## src/rtl/mem_arb_pkg.sv

```systemverilog
// Shared definitions for the memory port arbiter.
//   state_t     : arbiter FSM states (binary encoded)
//   OWN_CPU/DMA : encoding of the requester that owns the in-flight access
//   grant_owner : maps a one-hot grant {dma, cpu} to an owner code
package mem_arb_pkg;

  typedef enum logic [1:0] {
    ST_IDLE   = 2'd0,
    ST_ACCESS = 2'd1,
    ST_RESP   = 2'd2
  } state_t;

  localparam logic OWN_CPU = 1'b0;
  localparam logic OWN_DMA = 1'b1;

  // Grant vector layout: bit 0 = CPU, bit 1 = DMA.
  function automatic logic grant_owner(input logic [1:0] grant);
    return grant[1] ? OWN_DMA : OWN_CPU;
  endfunction

endpackage

```

## src/rtl/rr_arbiter2.sv

```systemverilog
// Two-way round-robin arbiter.
// Ports:
//   i_clock, i_reset  : clock, synchronous active-high reset
//   i_req_cpu/dma     : requests
//   i_accept          : the caller takes the current grant; updates last_grant
//   o_grant           : one-hot grant {dma, cpu}, combinational
module rr_arbiter2
  import mem_arb_pkg::*;
(
  input  logic       i_clock,
  input  logic       i_reset,
  input  logic       i_req_cpu,
  input  logic       i_req_dma,
  input  logic       i_accept,
  output logic [1:0] o_grant
);

  logic r_last_grant;

  // On a tie the requester that was not served last wins.
  always_comb begin
    o_grant = 2'b00;
    if (i_req_cpu && i_req_dma) begin
      o_grant = (r_last_grant == OWN_DMA) ? 2'b01 : 2'b10;
    end else if (i_req_cpu) begin
      o_grant = 2'b01;
    end else if (i_req_dma) begin
      o_grant = 2'b10;
    end
  end

  // Reset to DMA so the CPU wins the first tie.
  always_ff @(posedge i_clock) begin
    if (i_reset) begin
      r_last_grant <= OWN_DMA;
    end else if (i_accept && (o_grant != 2'b00)) begin
      r_last_grant <= grant_owner(o_grant);
    end
  end

endmodule

```

## src/rtl/mem_port_arbiter.sv

```systemverilog
// Arbiter sharing a single-ported memory between the CPU memory stage and a
// DMA/program-loader port. Each access: grant in IDLE, one ACCESS cycle on
// the memory, one RESP cycle pulsing the owner's ready.
// Ports:
//   i_clock, i_reset            : clock, synchronous active-high reset
//   i_cpu_* / o_cpu_*           : CPU request fields, ready pulse, read data
//   i_dma_* / o_dma_*           : DMA request fields, ready pulse, read data
//   o_mem_we/addr/wdata         : memory control (addr/wdata hold last latched)
//   i_mem_rdata                 : memory read data, combinational from o_mem_addr
//   o_busy                      : high in ACCESS and RESP
//
// state     | meaning
// ST_IDLE   | waiting for a request; grant and latch winner's fields
// ST_ACCESS | memory driven with latched access, read data captured at end
// ST_RESP   | owner's ready pulses with captured data
module mem_port_arbiter
  import mem_arb_pkg::*;
#(
  parameter int ADDR_W = 8,
  parameter int DATA_W = 16
) (
  input  logic              i_clock,
  input  logic              i_reset,
  input  logic              i_cpu_req,
  input  logic              i_cpu_we,
  input  logic [ADDR_W-1:0] i_cpu_addr,
  input  logic [DATA_W-1:0] i_cpu_wdata,
  output logic              o_cpu_ready,
  output logic [DATA_W-1:0] o_cpu_rdata,
  input  logic              i_dma_req,
  input  logic              i_dma_we,
  input  logic [ADDR_W-1:0] i_dma_addr,
  input  logic [DATA_W-1:0] i_dma_wdata,
  output logic              o_dma_ready,
  output logic [DATA_W-1:0] o_dma_rdata,
  output logic              o_mem_we,
  output logic [ADDR_W-1:0] o_mem_addr,
  output logic [DATA_W-1:0] o_mem_wdata,
  input  logic [DATA_W-1:0] i_mem_rdata,
  output logic              o_busy
);

  state_t            r_state;
  state_t            w_next_state;
  logic              w_accept;
  logic [1:0]        w_grant;

  logic              r_we;
  logic              r_owner;
  logic [ADDR_W-1:0] r_addr;
  logic [DATA_W-1:0] r_wdata;
  logic              r_cpu_ready;
  logic              r_dma_ready;
  logic [DATA_W-1:0] r_cpu_rdata;
  logic [DATA_W-1:0] r_dma_rdata;
  logic              r_busy;

  rr_arbiter2 u_rr (
    .i_clock   (i_clock),
    .i_reset   (i_reset),
    .i_req_cpu (i_cpu_req),
    .i_req_dma (i_dma_req),
    .i_accept  (w_accept),
    .o_grant   (w_grant)
  );

  always_ff @(posedge i_clock) begin
    if (i_reset) begin
      r_state <= ST_IDLE;
    end else begin
      r_state <= w_next_state;
    end
  end

  always_comb begin
    w_next_state = r_state;
    w_accept     = 1'b0;
    case (r_state)
      ST_IDLE: begin
        if (w_grant != 2'b00) begin
          w_accept     = 1'b1;
          w_next_state = ST_ACCESS;
        end
      end
      ST_ACCESS: w_next_state = ST_RESP;
      ST_RESP:   w_next_state = ST_IDLE;
      default:   w_next_state = ST_IDLE;
    endcase
  end

  // The read data is captured straight into the owner's rdata register at the
  // end of ACCESS, so it appears together with the ready pulse in RESP and the
  // other requester's rdata keeps its previous value.
  always_ff @(posedge i_clock) begin
    if (i_reset) begin
      r_we        <= 1'b0;
      r_owner     <= OWN_CPU;
      r_addr      <= '0;
      r_wdata     <= '0;
      r_cpu_ready <= 1'b0;
      r_dma_ready <= 1'b0;
      r_cpu_rdata <= '0;
      r_dma_rdata <= '0;
      r_busy      <= 1'b0;
    end else begin
      r_cpu_ready <= 1'b0;
      r_dma_ready <= 1'b0;
      if (w_accept) begin
        r_owner <= grant_owner(w_grant);
        if (w_grant[1]) begin
          r_we    <= i_dma_we;
          r_addr  <= i_dma_addr;
          r_wdata <= i_dma_wdata;
        end else begin
          r_we    <= i_cpu_we;
          r_addr  <= i_cpu_addr;
          r_wdata <= i_cpu_wdata;
        end
      end
      if (r_state == ST_ACCESS) begin
        if (r_owner == OWN_CPU) begin
          r_cpu_ready <= 1'b1;
          r_cpu_rdata <= i_mem_rdata;
        end else begin
          r_dma_ready <= 1'b1;
          r_dma_rdata <= i_mem_rdata;
        end
      end
      r_busy <= (w_next_state != ST_IDLE);
    end
  end

  // Gated by reset so a reset landing on the ACCESS cycle cancels the write.
  assign o_mem_we    = (r_state == ST_ACCESS) && r_we && !i_reset;
  assign o_mem_addr  = r_addr;
  assign o_mem_wdata = r_wdata;
  assign o_cpu_ready = r_cpu_ready;
  assign o_dma_ready = r_dma_ready;
  assign o_cpu_rdata = r_cpu_rdata;
  assign o_dma_rdata = r_dma_rdata;
  assign o_busy      = r_busy;

endmodule

```

## config.mk

```make
export PLATFORM = sky130hd
export DESIGN_NAME = mem_port_arbiter
export DESIGN_NICKNAME = d
export VERILOG_FILES = /design/src/rtl/mem_arb_pkg.sv /design/src/rtl/rr_arbiter2.sv /design/src/rtl/mem_port_arbiter.sv
export SDC_FILE = /design/constraint.sdc
export NUM_CORES = 1
export LEC_CHECK = 0
export ABC_AREA = 1
export CORE_ASPECT_RATIO = 2
export CORE_MARGIN = 3
export CORE_UTILIZATION = 31
export DETAILED_ROUTE_END_ITERATION = 10
export GPL_ROUTABILITY_DRIVEN = 0
export PLACE_DENSITY = 0.7
export SLEW_MARGIN = 5
export SYNTH_ARGS = -nofsm -noshare
export SYNTH_HDL_FRONTEND = slang
export SYNTH_SLANG_ARGS = --single-unit
```

## constraint.sdc

```tcl
create_clock -name i_clock -period 1.4 [get_ports i_clock]
set_input_delay 0.42 -clock i_clock [delete_from_list [all_inputs] [get_ports i_clock]]
set_output_delay 0.42 -clock i_clock [all_outputs]
set_load 0.005 [all_outputs]
```

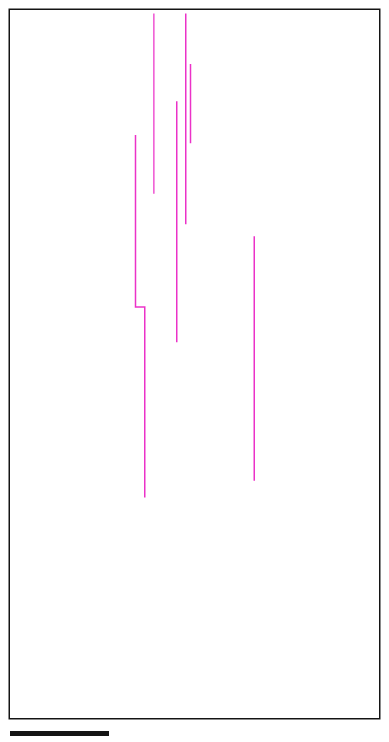
(images/layer_met4.png)
The bar under the picture is 20 um long.
The layer carries 266 um of wire. 5 nets have wire on it. The wires run mostly vertical. The layer holds 3.1% of the routed length. The longest straight run is 49.0 um.

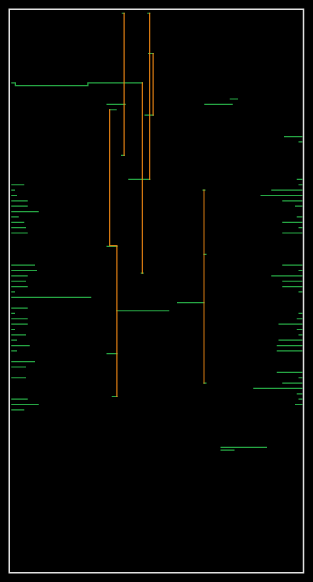
(images/wires.png)
Two of the layers only.
Key: green = metal 3 [wire length 347 um]; orange = metal 4 [wire length 266 um]

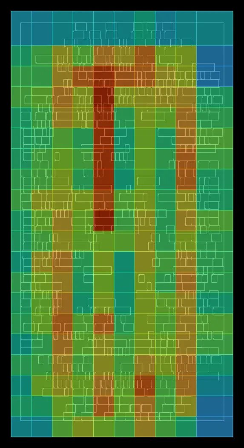
(images/congestion.png)
grt peak-use layer: met2
met2 usage: 0.293

==> impl_metrics.csv <==
group,metric,value,unit
outcome,status,"finished, violations left",
outcome,violations,"negative setup slack",
synthesis,numSynthFlops,64,
finish,clock_buffers,10,
route,routed.top_layer,"met4",
global_routing,use_met1,0.164,
worst_setup_path,slowest_stage,"dfxtp_2",
cts,cts_tree,"done",
pwr,finalPower,5.06,mW
synthesis,synth-edff-count,0,
timing,setup_slack,-0.0973,ns
timing,slew_headroom,0.759,
global_routing,grt_pass1_vias,2740,
pwr,switching_share,0.271,
worst_setup_path,crit_family,"flip-flops",
synthesis,synth_cell_types,20,
route,wl,8530,um
cts,clockRootBuffer,"clkbuf_16",
cts,ctsHoldBuffers,0,
timing,period_needed,1.50,ns
finish,buffers,148,
synthesis,synth_seq_share,0.443,
cts,worstSkewPairLatency,0.32,ns
timing,tns,-0.0973,ns
floorplan,core_area,9070,um^2
timing,rsz0062_at_grt,"yes",
global_routing,grtUsageTotal,0.158,
route,m1WireLength,3130,um
finish,clock_cell_area_share,0.0585,
synthesis,ys_top_cells_by_area,"dfxtp_1, nand2_1, nand3_1, nor2_1, a21oi_1",
global_routing,gr-total-overflow,0,
cts,path_clk_slew,0.05,ns
pwr,p_comb,1.06,mW
finish,comb_share,0.297,
cts,cts_resized,71,
pwr,seqPwrFrac,0.402,
cts,h-tree-depth,3,
worst_setup_path,cp_cell_sequence,"inv_2 -> nor2_4 -> nand2_2 -> nor2_2 -> buf_2",
worst_hold_path,min_path_cells,2,
finish,seq_cell_count,64,
synthesis,synth-compound-area-share,0.127,
worst_hold_path,hold_path_class,"reg -> reg",
global_routing,grt_pass1_wl,13000,um
worst_setup_path,startpoint_type,"register",
timing,timing.final.hold_violations,0,
pwr,pg_clk,1.96,mW
worst_setup_path,cp.depth,5,
route,first_pass_iters,4,
route,first_iter_violations,78,
finish,lay_top_cells,"nand2_1, clkdlybuf4s50_1, dfxtp_1",
floorplan,rows,49,
place,numPortBuffers,129,
synthesis,yosys.area.top_type,"dfxtp_1",
cts,cts_made_buffers,9,
global_routing,grt_use_met3,0.0218,
worst_hold_path,min_to,"o_dma_rdata[3]$_SDFFE_PP0P_",
global_routing,antenna_found_initial,0,
pwr,p_leak,2.15,nW
finish,comb_area,1350,um^2
pwr,pwr-share-clk,0.388,
place,dpl.hpwl,6290,um
route,drc,0,
worst_setup_path,r2r_end,"o_cpu_rdata[6]$_SDFFE_PP0P_",
finish,logic_gate_count,291,
finish,final_util,0.500,
pwr,ir_drop,0.539,mV
worst_setup_path,end_kind,"output port",
synthesis,syn_area,2890,um^2
worst_setup_path,ff2ff_path_depth,6,
synthesis,synthAdderAreaFrac,0,
finish,inv_count,30,
place,placed_cell_area,4290,um^2
floorplan,io_pins,130,
worst_setup_path,crit_path_max_fanout,2,
synthesis,synth.logic.top_family,"simple AND/OR/NAND/NOR gates",
synthesis,mux_area_frac,0,
place,placed_cells,633,
synthesis,yosys.cell_count.top_type,"nand2_1",
pwr,intPower,3.69,mW
timing,setup_viol,1,
cts,clockBufferDepth,2,
finish,nFillCells,944,
floorplan,initial_core_util,0.319,
synthesis,yosys.area_share.xor_xnor,0,
pwr,combPwrFrac,0.210,
route,wl_met2,4790,um
synthesis,ys_cells,415,
worst_setup_path,r2r-start,"r_state[0]$_SDFF_PP0_",
finish,n_antenna_cell,0,
worst_setup_path,worst_ep_required_time,0.98,ns
cts,clock-sinks,64,
finish,post-route-cell-area,4530,um^2
timing,finalCritPeriodShare,1.07,
floorplan,num_tap_cells,102,
route,vias,3035,
route,ant_nets,0,
worst_setup_path,cp.arrival,1.08,ns
worst_setup_path,max_stage_delay,0.33,ns
route,met3WireLength,346,um
finish,fin_nets,614,
synthesis,synthArstFlopShare,0,
cts,post_cts_buffers,0,
finish,layout_top_cell,"nand2_1",
finish,drive_above_1_share,0.0929,
finish,area_delta_synth_final,56.7,%
timing,skew,0.00741,ns
worst_hold_path,worstHoldStart,"o_dma_rdata[3]$_SDFFE_PP0P_",
job,maxCapViolCount,0,
synthesis,ys_area,2890,um^2
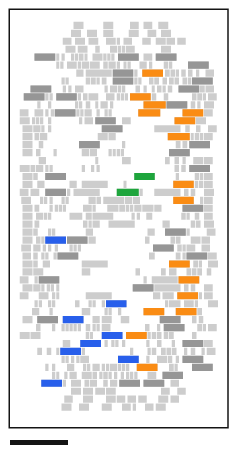
(images/flops_by_reg.png)
The bar under the picture is 20 um long. Other sequential cells in the stronger grey, the rest of the logic in the fainter grey.
Key: blue = `o_mem_addr` [sequential cells 8]; orange = `o_dma_rdata` [sequential cells 16]; green = `r_state` [sequential cells 2]
P_seq: 2.03 mW
register area: 1290 um^2
Seq area share: 0.284

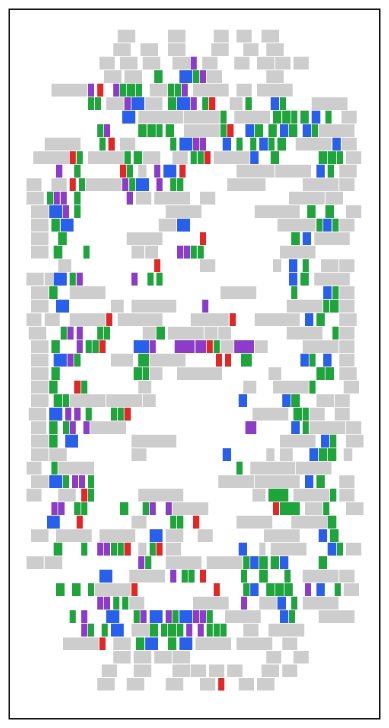
(images/logic_types.png)
Key: green = nand cells [cells 173, most used nand2_1, where all over the die]; purple = nor cells [cells 58, most used nor2_1]; blue = aoi and oai cells [cells 60, most used a21oi_1, where all over the die]; red = inv cells [cells 30, most used inv_1]

No activity file was given, so power comes from the tool's default toggle rates.
